--- src/rtl/mem_copy_engine_if.sv ---
// Load/store port bundle shared by the core side and the data memory side
// of the copy engine. The requester drives address, enables and write data.
// The responder returns combinational read data.
interface mem_copy_engine_if #(
    parameter int W = 8,
    parameter int A = 8
);
    logic [A-1:0] addr;
    logic [W-1:0] wdata;
    logic         read_en;
    logic         write_en;
    logic [W-1:0] rdata;

    // Requester side: the core, or the engine facing the memory.
    modport master (
        output addr, wdata, read_en, write_en,
        input  rdata
    );

    // Responder side: the memory, or the engine facing the core.
    modport slave (
        input  addr, wdata, read_en, write_en,
        output rdata
    );
endinterface

--- src/rtl/mem_copy_engine.sv ---
// Block-copy engine placed in front of the single-port data memory.
// When idle, the core's load/store port passes straight through to the memory.
// After a start, the engine takes the port and copies `length` bytes from
// src to dst in ascending order. Each byte takes one read cycle and one write
// cycle. A one-cycle done pulse follows the copy.
module mem_copy_engine #(
    parameter int W = 8,
    parameter int A = 8
) (
    input  logic           clk,
    input  logic           reset,
    input  logic           start,
    input  logic [A-1:0]   src_addr,
    input  logic [A-1:0]   dst_addr,
    input  logic [A:0]     length,
    output logic           busy,
    output logic           done,
    mem_copy_engine_if.slave  cpu,
    mem_copy_engine_if.master mem
);

    typedef enum logic [1:0] {
        IDLE = 2'd0,
        RD   = 2'd1,
        WR   = 2'd2,
        FIN  = 2'd3
    } state_t;

    state_t       state;
    logic [A-1:0] src_ptr;
    logic [A-1:0] dst_ptr;
    logic [A:0]   count;    // one bit wider than an address so a full 2**A copy fits
    logic [W-1:0] buffer;

    // Copy sequencer: the state, pointers, byte buffer and registered busy/done.
    // NOTE: every register here uses <=, so all right-hand sides see the
    // pre-edge values no matter in which order the statements are written.
    always_ff @(posedge clk) begin
        if (reset) begin
            state   <= IDLE;
            busy    <= 1'b0;
            done    <= 1'b0;
            src_ptr <= '0;
            dst_ptr <= '0;
            count   <= '0;
            buffer  <= '0;
        end else begin
            done <= 1'b0;
            case (state)
                IDLE: begin
                    if (start) begin
                        src_ptr <= src_addr;
                        dst_ptr <= dst_addr;
                        count   <= length;
                        if (length != '0) begin
                            state <= RD;
                            busy  <= 1'b1;
                        end else begin
                            state <= FIN;
                            done  <= 1'b1;
                        end
                    end
                end
                RD: begin
                    buffer  <= mem.rdata;
                    src_ptr <= src_ptr + A'(1);
                    state   <= WR;
                end
                WR: begin
                    dst_ptr <= dst_ptr + A'(1);
                    count   <= count - (A+1)'(1);
                    if (count == (A+1)'(1)) begin
                        state <= FIN;
                        busy  <= 1'b0;
                        done  <= 1'b1;
                    end else begin
                        state <= RD;
                    end
                end
                default: begin
                    // FIN: the done pulse is already visible; fall back to idle.
                    state <= IDLE;
                end
            endcase
        end
    end

    // Memory port mux: passthrough unless copying, and fully quiet during reset.
    // NOTE: each output receives a default before the case statement. This
    // keeps the block purely combinational on every path, so no latch is inferred.
    always_comb begin
        mem.addr     = cpu.addr;
        mem.wdata    = cpu.wdata;
        mem.read_en  = cpu.read_en;
        mem.write_en = cpu.write_en;
        cpu.rdata    = mem.rdata;
        case (state)
            RD: begin
                mem.addr     = src_ptr;
                mem.wdata    = buffer;
                mem.read_en  = 1'b1;
                mem.write_en = 1'b0;
                cpu.rdata    = '0;
            end
            WR: begin
                mem.addr     = dst_ptr;
                mem.wdata    = buffer;
                mem.read_en  = 1'b0;
                mem.write_en = 1'b1;
                cpu.rdata    = '0;
            end
            default: ;
        endcase
        if (reset) begin
            mem.read_en  = 1'b0;
            mem.write_en = 1'b0;
            cpu.rdata    = '0;
        end
    end

endmodule

--- src/flat_wrapper.sv ---
// flat-port wrapper written by rule: the top's interface ports become plain ports
module mem_copy_engine_flat 
#(
    parameter int W = 8,
    parameter int A = 8
)
  (clk, reset, start, src_addr, dst_addr, length, busy, done, cpu_addr, cpu_wdata, cpu_read_en, cpu_write_en, cpu_rdata, mem_addr, mem_wdata, mem_read_en, mem_write_en, mem_rdata);
  mem_copy_engine_if #(.W(W), .A(A)) cpu_i ();
  mem_copy_engine_if #(.W(W), .A(A)) mem_i ();
  input  logic clk;
  input  logic reset;
  input  logic start;
  input  logic [A-1:0] src_addr;
  input  logic [A-1:0] dst_addr;
  input  logic [A:0] length;
  output logic busy;
  output logic done;
  input wire logic [$bits(cpu_i.addr)-1:0] cpu_addr;
  input wire logic [$bits(cpu_i.wdata)-1:0] cpu_wdata;
  input wire logic [$bits(cpu_i.read_en)-1:0] cpu_read_en;
  input wire logic [$bits(cpu_i.write_en)-1:0] cpu_write_en;
  output wire logic [$bits(cpu_i.rdata)-1:0] cpu_rdata;
  output wire logic [$bits(mem_i.addr)-1:0] mem_addr;
  output wire logic [$bits(mem_i.wdata)-1:0] mem_wdata;
  output wire logic [$bits(mem_i.read_en)-1:0] mem_read_en;
  output wire logic [$bits(mem_i.write_en)-1:0] mem_write_en;
  input wire logic [$bits(mem_i.rdata)-1:0] mem_rdata;
  assign cpu_i.addr = cpu_addr;
  assign cpu_i.wdata = cpu_wdata;
  assign cpu_i.read_en = cpu_read_en;
  assign cpu_i.write_en = cpu_write_en;
  assign cpu_rdata = cpu_i.rdata;
  assign mem_addr = mem_i.addr;
  assign mem_wdata = mem_i.wdata;
  assign mem_read_en = mem_i.read_en;
  assign mem_write_en = mem_i.write_en;
  assign mem_i.rdata = mem_rdata;
  mem_copy_engine #(.W(W), .A(A)) u_core (.clk(clk), .reset(reset), .start(start), .src_addr(src_addr), .dst_addr(dst_addr), .length(length), .busy(busy), .done(done), .cpu(cpu_i), .mem(mem_i));
endmodule
--- config.mk ---
export PLATFORM = sky130hd
export DESIGN_NAME = mem_copy_engine_flat
export DESIGN_NICKNAME = d
export VERILOG_FILES = /design/src/rtl/mem_copy_engine_if.sv /design/src/rtl/mem_copy_engine.sv /design/src/flat_wrapper.sv
export SDC_FILE = /design/constraint.sdc
export NUM_CORES = 1
export LEC_CHECK = 0
export ABC_CLOCK_PERIOD_IN_PS = 2300
export CORE_MARGIN = 2
export CORE_UTILIZATION = 42
export DETAILED_ROUTE_END_ITERATION = 6
export GPL_TIMING_DRIVEN = 0
export PLACE_DENSITY_LB_ADDON = 0.25
export REMOVE_ABC_BUFFERS = 1
export SYNTH_ARGS = -nofsm -noshare
export SYNTH_HDL_FRONTEND = slang
export SYNTH_SLANG_ARGS = --single-unit
--- constraint.sdc ---
create_clock -name clk -period 2.3 [get_ports clk]
set_input_delay 0.46 -clock clk [delete_from_list [all_inputs] [get_ports clk]]
set_output_delay 0.46 -clock clk [all_outputs]
set_load 0.02 [all_outputs]
==> flow_summary.json <==
{
  "status": "finished clean",
  "total_power_mw": 2.50,
  "clock_latency_ns": 0.29,
  "numPortBuffers": 81,
  "clock_sinks": 37,
  "die_area_sq_um": 6540,
  "drive_above_1_share_pct": 17.3,
  "max_freq_mhz": 446,
  "clock_skew_ns": 0.00461,
  "hp-class": "reg -> reg",
  "worstReg2RegEnd": "u_core.count[3]",
  "drt_iter0_drc": 185,
  "critPathArrivalTime_ns": 1.78,
  "synth_area_sq_um": 2480,
  "numCtsBuffers": 5,
  "pin_count": 82,
  "gp_congestion": 0.748,
  "cts_root_buf": "clkbuf_8",
  "clk_pin_slew_worst_paths_ns": 0.07,
  "ys_seq_share_pct": 29.9,
  "cts_buffer_depth": 2,
  "max-vdd-ir-drop_mv": 0.455,
  "dpl.hpwl_mm": 4.50,
  "worstHoldStart": "u_core.buffer[0]",
  "yosysWarnings": 0,
  "utilization_pct": 61.2,
  "warning_count": 29,
  "min_period_over_period_pct": 97.5,
  "setup_viol": 0,
  "cts_tree": "built",
  "worst_pin_slew_ns": 0.859,
  "cp-end-kind": "primary output",
  "core_area_sq_um": 5610,
  "setup_tns_ns": 0,
  "layout.area.comb_sq_um": 1640,
  "die_width_um": 80.9,
  "synth-edff-count": 0,
  "criticalPathCategory": "reg -> out",
  "fp_util_pct": 44.2,
  "timing.rr.start": "u_core.state[1]",
  "fin_hold_ws_ns": 0.494,
  "synth.avg_cell_area_sq_um": 8.19,
  "ff_latch_area_sq_um": 748,
  "hold_end": "u_core.buffer[0]",
  "yosys-stat-cells": 303,
  "final-hold-violation-count": 0,
  "ys_area_sq_um": 2480,
  "fin_crit_ns": 2.24,
  "ant_nets": 0,
  "wl_per_cell_um": 15.1,
  "grt.overflow.total": 0,
  "rows": 27,
  "antenna_found_initial": 0,
  "power_leakage_nw": 1.25,
  "antennaDiodeCount": 0,
  "ff2ff_setup_slack_ns": 0.43,
  "path_max_fanout": 9,
  "cap_violations": 0,
  "ys_types": 50,
  "slew_headroom_pct": 42.8,
  "worstSetupStartpointType": "register",
  "synth_top_flop_cell": "dfxtp_1",
  "syn_inst": 303,
  "grt_max_degree": 42,
  "power_density_nw_per_um2": 728,
  "h-tree-depth": 2,
  "numSynthFlops": 37,
  "grt_pass1_wl_mm": 11.2,
  "firstDrtPassIters": 4,
  "nets": 437,
  "drc_errors": 0,
  "crit_required_ns": 1.84,
  "dieHeight_um": 80.9,
  "grt_pass1_vias": 2405,
  "rsz0062_at_grt": "no",
  "slew_viol_final": 0,
  "hold_depth": 2,
  "async_flop_share_pct": 0,
  "reg2reg_depth": 5,
  "placed_cell_area_sq_um": 3250,
  "fillers": 533,
  "viasPerCell": 5.59
}
cell type report:
class	instances	share of cell area, %
timing repair buffer	86	24.6
sequential	37	21.8
inverter	7	0.766
multi-input combinational	238	47.6
clock buffer	7	2.52
tap	72	2.62
sequential cells by signal, indices dropped and copies added, names as in the netlist:
signal,count
u_core.busy,1
u_core.state,2
u_core.count,9
u_core.done,1
u_core.src_ptr,8
u_core.buffer,8
u_core.dst_ptr,8
cells in the mapped netlist, types with 9 or more instances:
library cell	n	area, sq um
nor2_1	38	143
dfxtp_1	37	741
a21oi_1	34	170
nand2_1	20	75.1
a22oi_1	16	120
mux2i_1	13	130
buf_2	12	60.1
nor3_1	10	50.1
o21ai_0	10	50.1
and2_1	9	56.3
mux2_2	9	101
critical path, stage by stage (launching register included):
cell and delay, ns:
dfxtp_4 0.39, inv_2 0.07, ha_4 0.32, buf_12 0.14, mux2_2 0.33, clkdlybuf4s15_2 0.25
per-stage QoR:
step	std cells	worst slack, ns
after floorplan	282	-0.00692
after global placement	435	-1.48
after detailed placement	435	-0.775
after CTS	447	0.00118
after global routing	447	0.00280
final	447	0.0568
report_power, final:
group	switching (mW)	internal, mW	leakage (nW)
Sequential	0.106	0.731	0.305
Combinational	0.627	0.566	0.898
Clock	0.230	0.238	0.0443
Total	0.964	1.53	1.25
logic make-up (layout without fill, tap and decap cells):
family	Yosys count	in the layout	share of synthesized area (%)
buf+inv	28	100	6.05
simple gates	115	115	25.0
compound gates	89	89	23.3
fa+ha+maj	8	8	4.03
mux	25	25	11.4
xor+xnor	1	1	0.353
flops	37	37	29.9
layer usage:
| layer | vias to the layer above | GRT usage (%) | share of wire [%] |
|---|---|---|---|
| met5 | - | 0 | 0 |
| met4 | 0 | 4.92 | 0.35 |
| met3 | 4 | 6.44 | 8.8 |
| met2 | 86 | 35.0 | 47 |
| met1 | 1171 | 28.2 | 44 |
| li1 | 1239 | - | - |
worst max path at each step:
stage                     from           end  slack [ns]  cells after the start
6_report       u_core.state[0]  mem_wdata[5]        0.06                      5
5_1_grt        u_core.state[0]   mem_addr[3]       0.003                      6
4_1_cts        u_core.state[1]   mem_addr[6]       0.001                      6
3_5_place_dp   u_core.state[1]   mem_addr[6]       -0.77                      5
3_3_place_gp             reset  cpu_rdata[5]       -1.48                      4
2_1_floorplan  u_core.state[1]   mem_addr[7]      -0.007                      5
layout by cell type (no fill, tap or decap), types with 4 or more instances in the layout:
cell type / n
a21oi_1: 34
a22oi_1: 16
and2_1: 9
and3_1: 5
buf_2: 6
clkbuf_2: 4
clkbuf_8: 6
clkdlybuf4s15_2: 12
clkdlybuf4s50_1: 54
dfxtp_1: 35
ha_1: 5
inv_1: 5
mux2_2: 9
mux2i_1: 13
nand2_1: 20
nand3_1: 8
nor2_1: 37
nor2b_1: 6
nor3_1: 10
nor4_2: 4
o21ai_0: 10
o21ai_1: 5
o22ai_1: 4
timing repair:
item	4_1_cts	5_1_grt
hold buffers	0	0
endpoints found under the setup margin	53	26
buffers inserted	5	0
hold endpoints to repair	0	0
pin swaps	1	0
resized	75	14
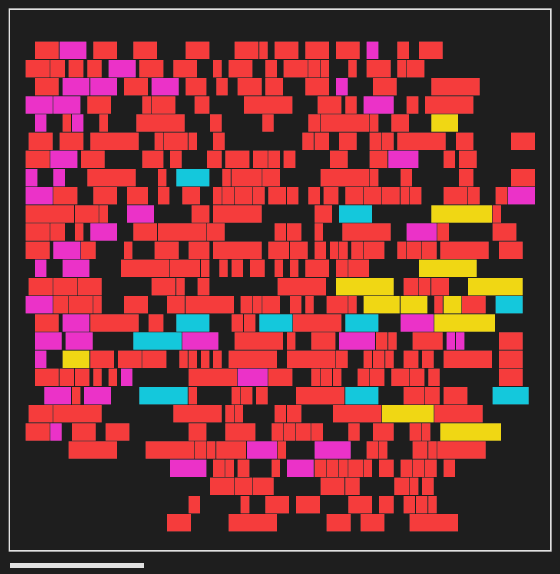
Figure 1: cells by drive strength.
Scale bar: 20 um.
[red] _0 and _1 cells | cells: 310
[yellow] _3 and _4 cells | cells: 12
[cyan] _6 and larger | cells: 10
[magenta] _2 cells | cells: 43
Layout area overhead: 38.3%
Design Area, Final: 3430 sq um
Worst Slack Setup Final: 0.0568 ns
Non-CTS buffers: 86

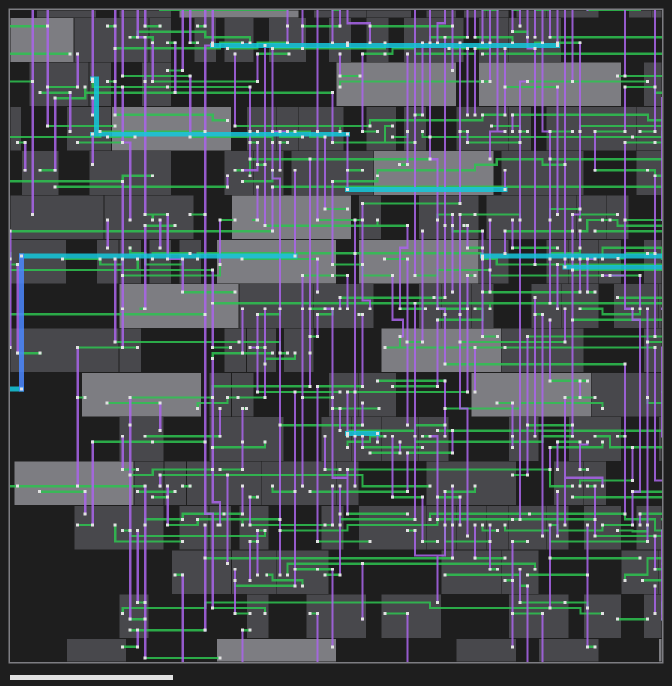
Figure 2: close-up of the layout.
Scale bar: 10 um. Region (20, 4) to (60, 44) um. Cells in grey, sequential cells in the stronger grey; small squares are vias.
[blue] metal 4
[purple] metal 2
[cyan] metal 3
[green] metal 1
sequential cells in the window: 14
most frequent: nor2_1 (15), dfxtp_1 (13), nand2_1 (10)
netlist names of flops here include: u_core.count (6), u_core.dst_ptr (5)
cells with their middle in the window: 122

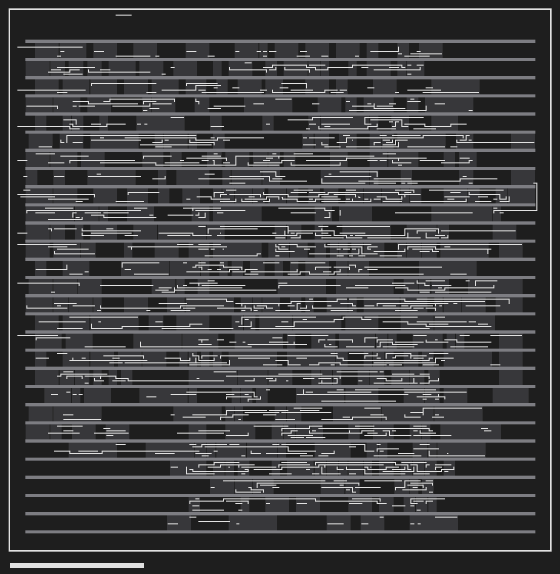
Figure 3: the metal 1 layer.
Scale bar: 20 um. Supply wires on this layer in grey. Cells faint in the background.
longest straight run: 30.4 um
share of all routed wire: 44%
GR Util met1: 28.2%
total wire length: 6.76 mm
Vias: 2,500

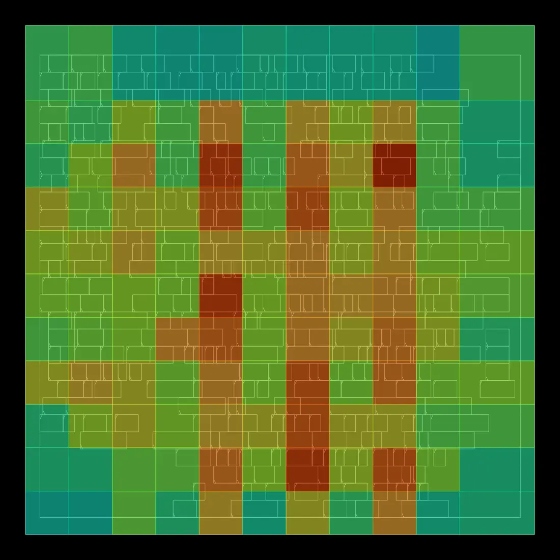
Figure 4: routing congestion map.
met3 Resource Use GR: 6.44%
GRT Resource Usage Total: 21.6%

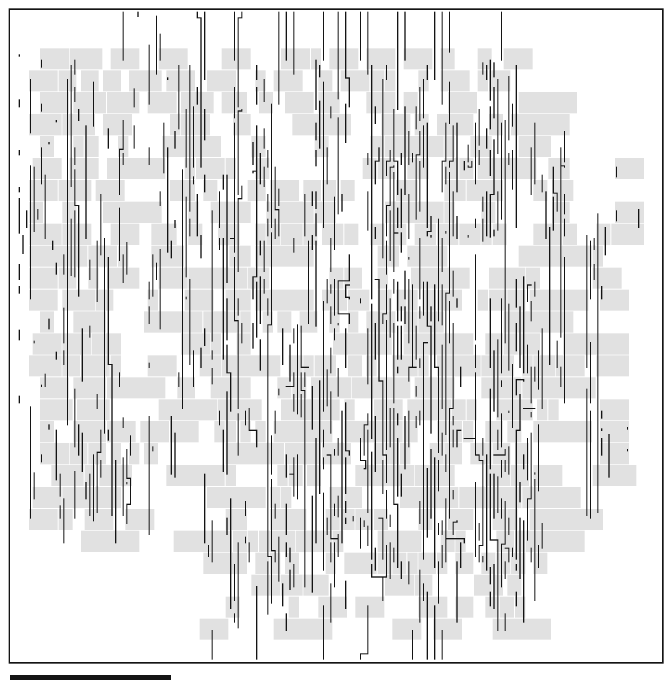
Figure 5: M2 wires.
Scale bar: 20 um. Cells faint in the background.
longest straight run: 42.8 um
wire length on this layer: 3,170 um
main direction: vertical
nets with wire on the layer: 361
grt met2 use: 35.0%

No activity file was given, so power comes from the tool's default toggle rates.
